File: config.mk
export PLATFORM = sky130hd
export DESIGN_NAME = ibis_wdata_fifo_flat
export DESIGN_NICKNAME = d
export VERILOG_FILES = /design/src/rtl/ibis_wdata_fifo_if.sv /design/src/rtl/ibis_wdata_fifo.sv /design/src/flat_wrapper.sv
export SDC_FILE = /design/constraint.sdc
export NUM_CORES = 1
export LEC_CHECK = 0
export CORE_MARGIN = 4
export CORE_UTILIZATION = 25
export CTS_CLUSTER_SIZE = 10
export DETAILED_ROUTE_END_ITERATION = 10
export GPL_ROUTABILITY_DRIVEN = 1
export PLACE_DENSITY = 0.41
export SYNTH_ARGS = -nofsm -noshare
export SYNTH_HDL_FRONTEND = slang
export SYNTH_SLANG_ARGS = --single-unit
File: constraint.sdc
create_clock -name aclk -period 10 [get_ports aclk]
set_input_delay 1 -clock aclk [delete_from_list [all_inputs] [get_ports aclk]]
set_output_delay 1 -clock aclk [all_outputs]
set_load 0.005 [all_outputs]
File: src/rtl/ibis_wdata_fifo_if.sv
// Handshake bundle between the AXI write-data front end, the Ibis write-data FIFO and its consumer.
// Latency: none; wires only.
// Backpressure: s_ready/m_valid, driven by the FIFO, gate every hand-off.
// Ports (signals): enable, flush, s_data/s_valid/s_ready (write side), m_data/m_valid/m_ready (read side),
//   level/almost_full/empty/full (status). Modport slave = the FIFO, modport master = its environment.
interface ibis_wdata_fifo_if #(
  parameter int DEPTH = 16
);
  logic                     enable;
  logic                     flush;
  logic [31:0]              s_data;
  logic                     s_valid;
  logic                     s_ready;
  logic [31:0]              m_data;
  logic                     m_valid;
  logic                     m_ready;
  logic [$clog2(DEPTH):0]   level;
  logic                     almost_full;
  logic                     empty;
  logic                     full;

  modport slave (
    input  enable, flush, s_data, s_valid, m_ready,
    output s_ready, m_data, m_valid, level, almost_full, empty, full
  );

  modport master (
    output enable, flush, s_data, s_valid, m_ready,
    input  s_ready, m_data, m_valid, level, almost_full, empty, full
  );
endinterface

File: src/rtl/ibis_wdata_fifo.sv
// Show-ahead FIFO buffering AXI write-data beats for the Ibis command consumer.
// Latency: a word pushed at edge N is on m_data with m_valid high in cycle N+1; one push and one pop per cycle.
// Backpressure: s_ready drops when full, disabled, flushing or just out of reset; no bypass either way.
// Ports: aclk, aresetn (async active-low); bus (slave modport) carries enable, flush, the s_* write side,
//   the m_* read side and the level/almost_full/empty/full status.
module ibis_wdata_fifo #(
  parameter int DEPTH       = 16,
  parameter int AFULL_LEVEL = 14
) (
  input  logic              aclk,
  input  logic              aresetn,
  ibis_wdata_fifo_if.slave  bus
);

  localparam int AW = $clog2(DEPTH);
  localparam int PW = AW + 1;

  // Set on the first edge after reset release; keeps both sides closed during that first cycle.
  logic              rdy_q;
  // Pointers carry one extra wrap bit so full and empty stay distinguishable.
  logic [PW-1:0]     wr_ptr;
  logic [PW-1:0]     rd_ptr;
  logic [31:0]       mem [DEPTH];

  logic [AW-1:0]     wr_idx;
  logic [AW-1:0]     rd_idx;
  logic [PW-1:0]     level_w;
  logic              empty_w;
  logic              full_w;
  logic              open_w;
  logic              push;
  logic              pop;

  assign wr_idx  = wr_ptr[AW-1:0];
  assign rd_idx  = rd_ptr[AW-1:0];

  // Modulo-2*DEPTH subtraction falls out of the PW-bit wraparound.
  assign level_w = wr_ptr - rd_ptr;
  assign empty_w = (wr_ptr == rd_ptr);
  assign full_w  = (wr_idx == rd_idx) && (wr_ptr[AW] != rd_ptr[AW]);

  // Status comes from the stored pointers only, so it stays truthful while frozen.
  // Handshakes look at the current pointers, never at this cycle's opposite hand-off: no bypass.
  assign open_w       = rdy_q & bus.enable & ~bus.flush;
  assign bus.s_ready  = open_w & ~full_w;
  assign bus.m_valid  = open_w & ~empty_w;
  assign push         = bus.s_valid & bus.s_ready;
  assign pop          = bus.m_valid & bus.m_ready;

  assign bus.level       = level_w;
  assign bus.empty       = empty_w;
  assign bus.full        = full_w;
  assign bus.almost_full = (level_w >= PW'(AFULL_LEVEL));
  assign bus.m_data      = mem[rd_idx];

  always_ff @(posedge aclk or negedge aresetn) begin
    if (!aresetn) begin
      rdy_q <= 1'b0;
    end else begin
      rdy_q <= 1'b1;
    end
  end

  // Flush only acts while enabled: a frozen block holds its pointers whatever the other inputs do.
  // Flush beats push/pop, which are already suppressed through open_w.
  always_ff @(posedge aclk or negedge aresetn) begin
    if (!aresetn) begin
      wr_ptr <= '0;
      rd_ptr <= '0;
    end else if (bus.enable && bus.flush) begin
      wr_ptr <= '0;
      rd_ptr <= '0;
    end else begin
      if (push) begin
        wr_ptr <= wr_ptr + 1'b1;
      end
      if (pop) begin
        rd_ptr <= rd_ptr + 1'b1;
      end
    end
  end

  // Data array needs no reset: nothing reads it while m_valid is low, and flush leaves it untouched.
  always_ff @(posedge aclk) begin
    if (push) begin
      mem[wr_idx] <= bus.s_data;
    end
  end

endmodule

File: src/flat_wrapper.sv
// flat-port wrapper written by rule: the top's interface ports become plain ports
module ibis_wdata_fifo_flat 
#(
  parameter int DEPTH       = 16,
  parameter int AFULL_LEVEL = 14
)
  (aclk, aresetn, bus_enable, bus_flush, bus_s_data, bus_s_valid, bus_m_ready, bus_s_ready, bus_m_data, bus_m_valid, bus_level, bus_almost_full, bus_empty, bus_full);
  ibis_wdata_fifo_if #(.DEPTH(DEPTH)) bus_i ();
  input  logic aclk;
  input  logic aresetn;
  input wire logic [$bits(bus_i.enable)-1:0] bus_enable;
  input wire logic [$bits(bus_i.flush)-1:0] bus_flush;
  input wire logic [$bits(bus_i.s_data)-1:0] bus_s_data;
  input wire logic [$bits(bus_i.s_valid)-1:0] bus_s_valid;
  input wire logic [$bits(bus_i.m_ready)-1:0] bus_m_ready;
  output wire logic [$bits(bus_i.s_ready)-1:0] bus_s_ready;
  output wire logic [$bits(bus_i.m_data)-1:0] bus_m_data;
  output wire logic [$bits(bus_i.m_valid)-1:0] bus_m_valid;
  output wire logic [$bits(bus_i.level)-1:0] bus_level;
  output wire logic [$bits(bus_i.almost_full)-1:0] bus_almost_full;
  output wire logic [$bits(bus_i.empty)-1:0] bus_empty;
  output wire logic [$bits(bus_i.full)-1:0] bus_full;
  assign bus_i.enable = bus_enable;
  assign bus_i.flush = bus_flush;
  assign bus_i.s_data = bus_s_data;
  assign bus_i.s_valid = bus_s_valid;
  assign bus_i.m_ready = bus_m_ready;
  assign bus_s_ready = bus_i.s_ready;
  assign bus_m_data = bus_i.m_data;
  assign bus_m_valid = bus_i.m_valid;
  assign bus_level = bus_i.level;
  assign bus_almost_full = bus_i.almost_full;
  assign bus_empty = bus_i.empty;
  assign bus_full = bus_i.full;
  ibis_wdata_fifo #(.DEPTH(DEPTH), .AFULL_LEVEL(AFULL_LEVEL)) u_core (.aclk(aclk), .aresetn(aresetn), .bus(bus_i));
endmodule
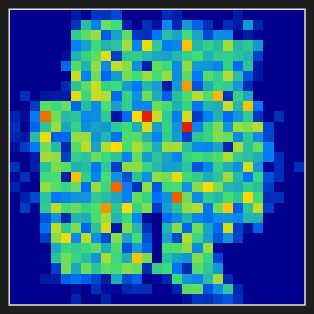
(placement density heat map)
Drawn at 1 px/µm. 29 x 29 tiles, from dark blue (low) to red (high), 0 to 100% covered.
30% of the tiles are nearly empty. The densest ninth of the die: centre. 1.7% of the tiles are over 75% full. The mean over all tiles is 26%.
final core utilization: 29.9%
Starting Density: 25.3%
Core Region: 80800 µm²

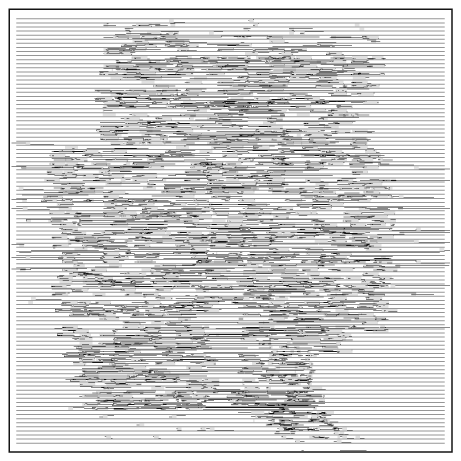
(M1 wires)
Drawn at 1.5 px/µm. Supply wires on this layer in grey. Cells faint in the background.
The wires run mostly horizontal. The layer holds 45% of the routed length. 1076 nets have wire on it. The longest straight run is 109 µm. The layer carries 23.0 mm of wire.
Post-Route WL: 51.5 mm
M1 GR Usage: 15.5%

==> impl_metrics.py <==
# Auto-generated metrics
metrics = {
    "power": {
        "power_leakage_nw": 7.10,
        "intPower_mw": 3.59,
        "power.density_nw_per_um2": 187,
        "clock_power_share_pct": 41.5,
        "power_leader": "sequential cells",
        "power.share.combinational_pct": 4.8,
        "p_clk_mw": 1.88,
        "powerSeq_mw": 2.42,
        "power_switching_mw": 0.929,
        "switching_share_pct": 20.6,
        "power.total_mw": 4.52,
        "p_seq_share_pct": 53.7,
        "powerComb_mw": 0.217,
        "ir_worst_vdd_mv": 0.125,
    },
    "flow_run": {
        "warnings": 29,
        "max_cap_viol_count": 0,
    },
    "critical_path": {
        "rr_startpoint": "u_core.rd_ptr[1]",
        "r2r-end": "u_core.mem[14][11]",
        "crit_family": "buffers and inverters",
        "path_buffers": 2,
        "cp_common_cell": "o21ai_1",
        "critPathCapture": "bus_m_data[28]",
        "worstSetupStartpointType": "flop",
        "worstPathRequired_ns": 9.00,
        "crit_type": "flop to output port",
        "cp_slowest_cell": "buf_4",
        "path_cells": "buf_4, mux2i_1, a221oi_1, o21ai_1, o21ai_1, clkdlybuf4s50_1",
        "path_depth": 6,
        "worstPathArrival_ns": 3.85,
        "reg2reg_setup_slack_ns": 6.06,
        "end_kind": "output port",
        "worstPathMaxFanout": 51,
        "reg2reg_depth": 7,
    },
    "timing": {
        "slew_headroom_pct": 31.0,
        "hold_ws_ns": 0.623,
        "clock_skew_ns": 0.0147,
        "setup_violations": 0,
        "finalCritPeriodShare_pct": 48.5,
        "finalMaxSlewViolations": 0,
        "fin_ws_ns": 5.15,
        "setup_tns_ns": 0,
        "worst_pin_slew_ns": 1.03,
        "fin_crit_ns": 4.85,
        "hold_violations": 0,
    },
    "synthesis": {
        "ys_warn_count": 0,
        "ys_types": 44,
        "edf_count": 512,
        "flop_cell": "edfxtp_1",
        "synth-async-reset-ratio_pct": 2.10,
        "synth_stat.cells": 963,
        "postSynthSeqShare_pct": 76.4,
        "synthCells": 963,
        "yosysTopAreaCellShare_pct": 75.1,
        "netlist_area_um2": 20500,
        "synth_nets": 1011,
        "top_area_cell": "edfxtp_1",
        "area_leaders": "edfxtp_1, mux4_2, mux2i_1",
    },
    "layout": {
        "ff_latch_area_um2": 15700,
        "combAreaFraction_pct": 18.8,
        "nClkBuffers": 67,
        "clock_area_share_pct": 6.64,
        "nonClkBufAreaFrac_pct": 4.11,
        "logic_gate_count": 376,
        "seq_cell_count": 523,
        "antenna_cells": 1,
        "fin_area_um2": 24200,
        "logic_area_um2": 4540,
        "dominant_cells": "flip-flops and latches",
        "nonClockInverterCount": 9,
        "drive_above_1_share_pct": 20.7,
    },
    "worst_hold_path": {
        "hold_class": "flop to flop",
        "min_to": "u_core.wr_ptr[0]",
        "whs_path_depth": 2,
        "hp-start": "u_core.wr_ptr[0]",
    },
    "drt": {
        "dr.first_iter.drc_count": 641,
        "post_drt_wl_per_cell_um": 23.9,
        "via_count": 9494,
        "drc": 0,
        "vias_per_cell": 4.41,
        "ant_nets": 0,
        "detail_route.first_pass.iterations": 4,
    },
    "run_status": {
        "status": "completed",
    },
    "clocking": {
        "cts_tree": "built",
        "clk_pin_slew_worst_paths_ns": 0.06,
        "cts_hold_buffers": 0,
        "cts.htree.levels": 2,
        "post_cts_buffers": 0,
        "clock_path_buffers": 3,
    },
    "floorplanning": {
        "dieArea_um2": 86600,
        "die_h_um": 294,
        "row_count": 104,
        "die-width_um": 294,
        "tap-cell-count": 1060,
    },
    "place": {
        "post-place-ws_ns": 5.64,
        "place.gp.congestion": 0.666,
        "place_inst": 2074,
        "port_buffers": 79,
        "place_area_um2": 22600,
    },
    "grt": {
        "gr-total-overflow": 0,
        "grt_pass1_vias": 10400,
        "grt_first_pass_wirelength_mm": 75.0,
        "track_usage_pct": 11.9,
    },
}
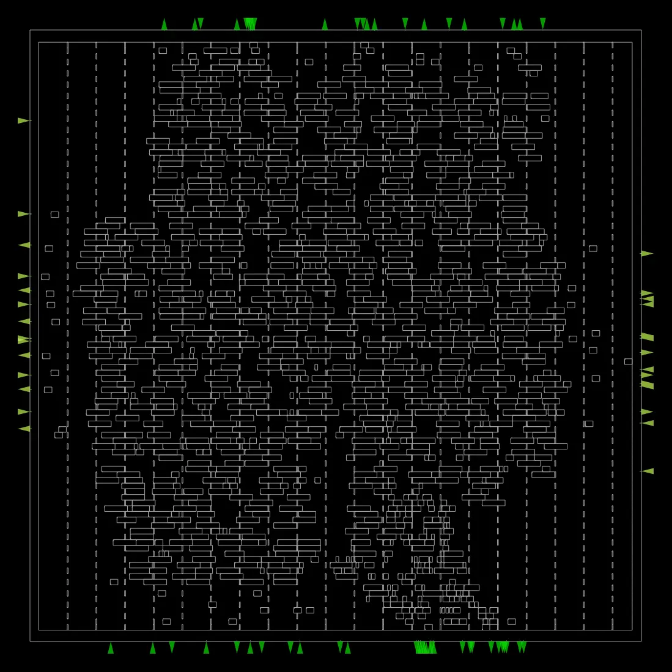
(placed standard cells)
fill count: 7780
sequential cell area share: 64.8%

[flip-flops by register name, summed over array words and instances, names as in the netlist]
name and cells:
u_core.rd_ptr 5, u_core.rdy_q 1, u_core.wr_ptr 5, u_core.mem 512
[cells by family after synthesis]
kind of cell             share of synthesized area [%]
AND-OR/OR-AND                                     3.95
XOR/XNOR                                         0.379
adder cells (fa/ha/maj)                          0.648
buffers and inverters                             1.98
flip-flops                                        76.4
multiplexers                                      15.4
other                                           0.0183
AND/OR/NAND/NOR                                   1.18
[synth_stat cells, drive strengths merged, types with 2 or more instances]
| cell type | number |
|---|---|
| dfrtp | 11 |
| nand2b | 2 |
| o21ai | 66 |
| xnor2 | 6 |
| inv | 9 |
| nand4 | 4 |
| nor2b | 2 |
| mux4 | 96 |
| nand2 | 14 |
| a221oi | 32 |
| edfxtp | 512 |
| a211oi | 4 |
| mux2i | 100 |
| nor2 | 17 |
| nand3 | 2 |
| nor3 | 4 |
| ha | 9 |
| xor2 | 2 |
| a21oi | 3 |
| and2 | 3 |
| clkbuf | 18 |
| buf | 37 |
[layout by cell type, fill, tap and decap left out, types with 11 or more instances in the layout]
master | Yosys | layout
nor2_4 | 0 | 11
nand2_1 | 14 | 14
mux4_2 | 96 | 96
buf_4 | 8 | 27
a221oi_2 | 12 | 12
edfxtp_1 | 512 | 512
clkbuf_16 | 0 | 60
o21ai_0 | 30 | 30
a221oi_1 | 20 | 20
mux2i_1 | 100 | 100
clkdlybuf4s50_1 | 0 | 79
o21ai_1 | 36 | 36
[routing by layer]
| layer | wire length (µm) | track usage, % | vias up |
|---|---|---|---|
| li1 | - | - | 4202 |
| met1 | 23000 | 15.5 | 5073 |
| met2 | 25700 | 20.6 | 154 |
| met3 | 1860 | 2.30 | 63 |
| met4 | 902 | 2.54 | 2 |
| met5 | 13 | 0 | - |
Power is estimated from default activity; no workload was simulated.
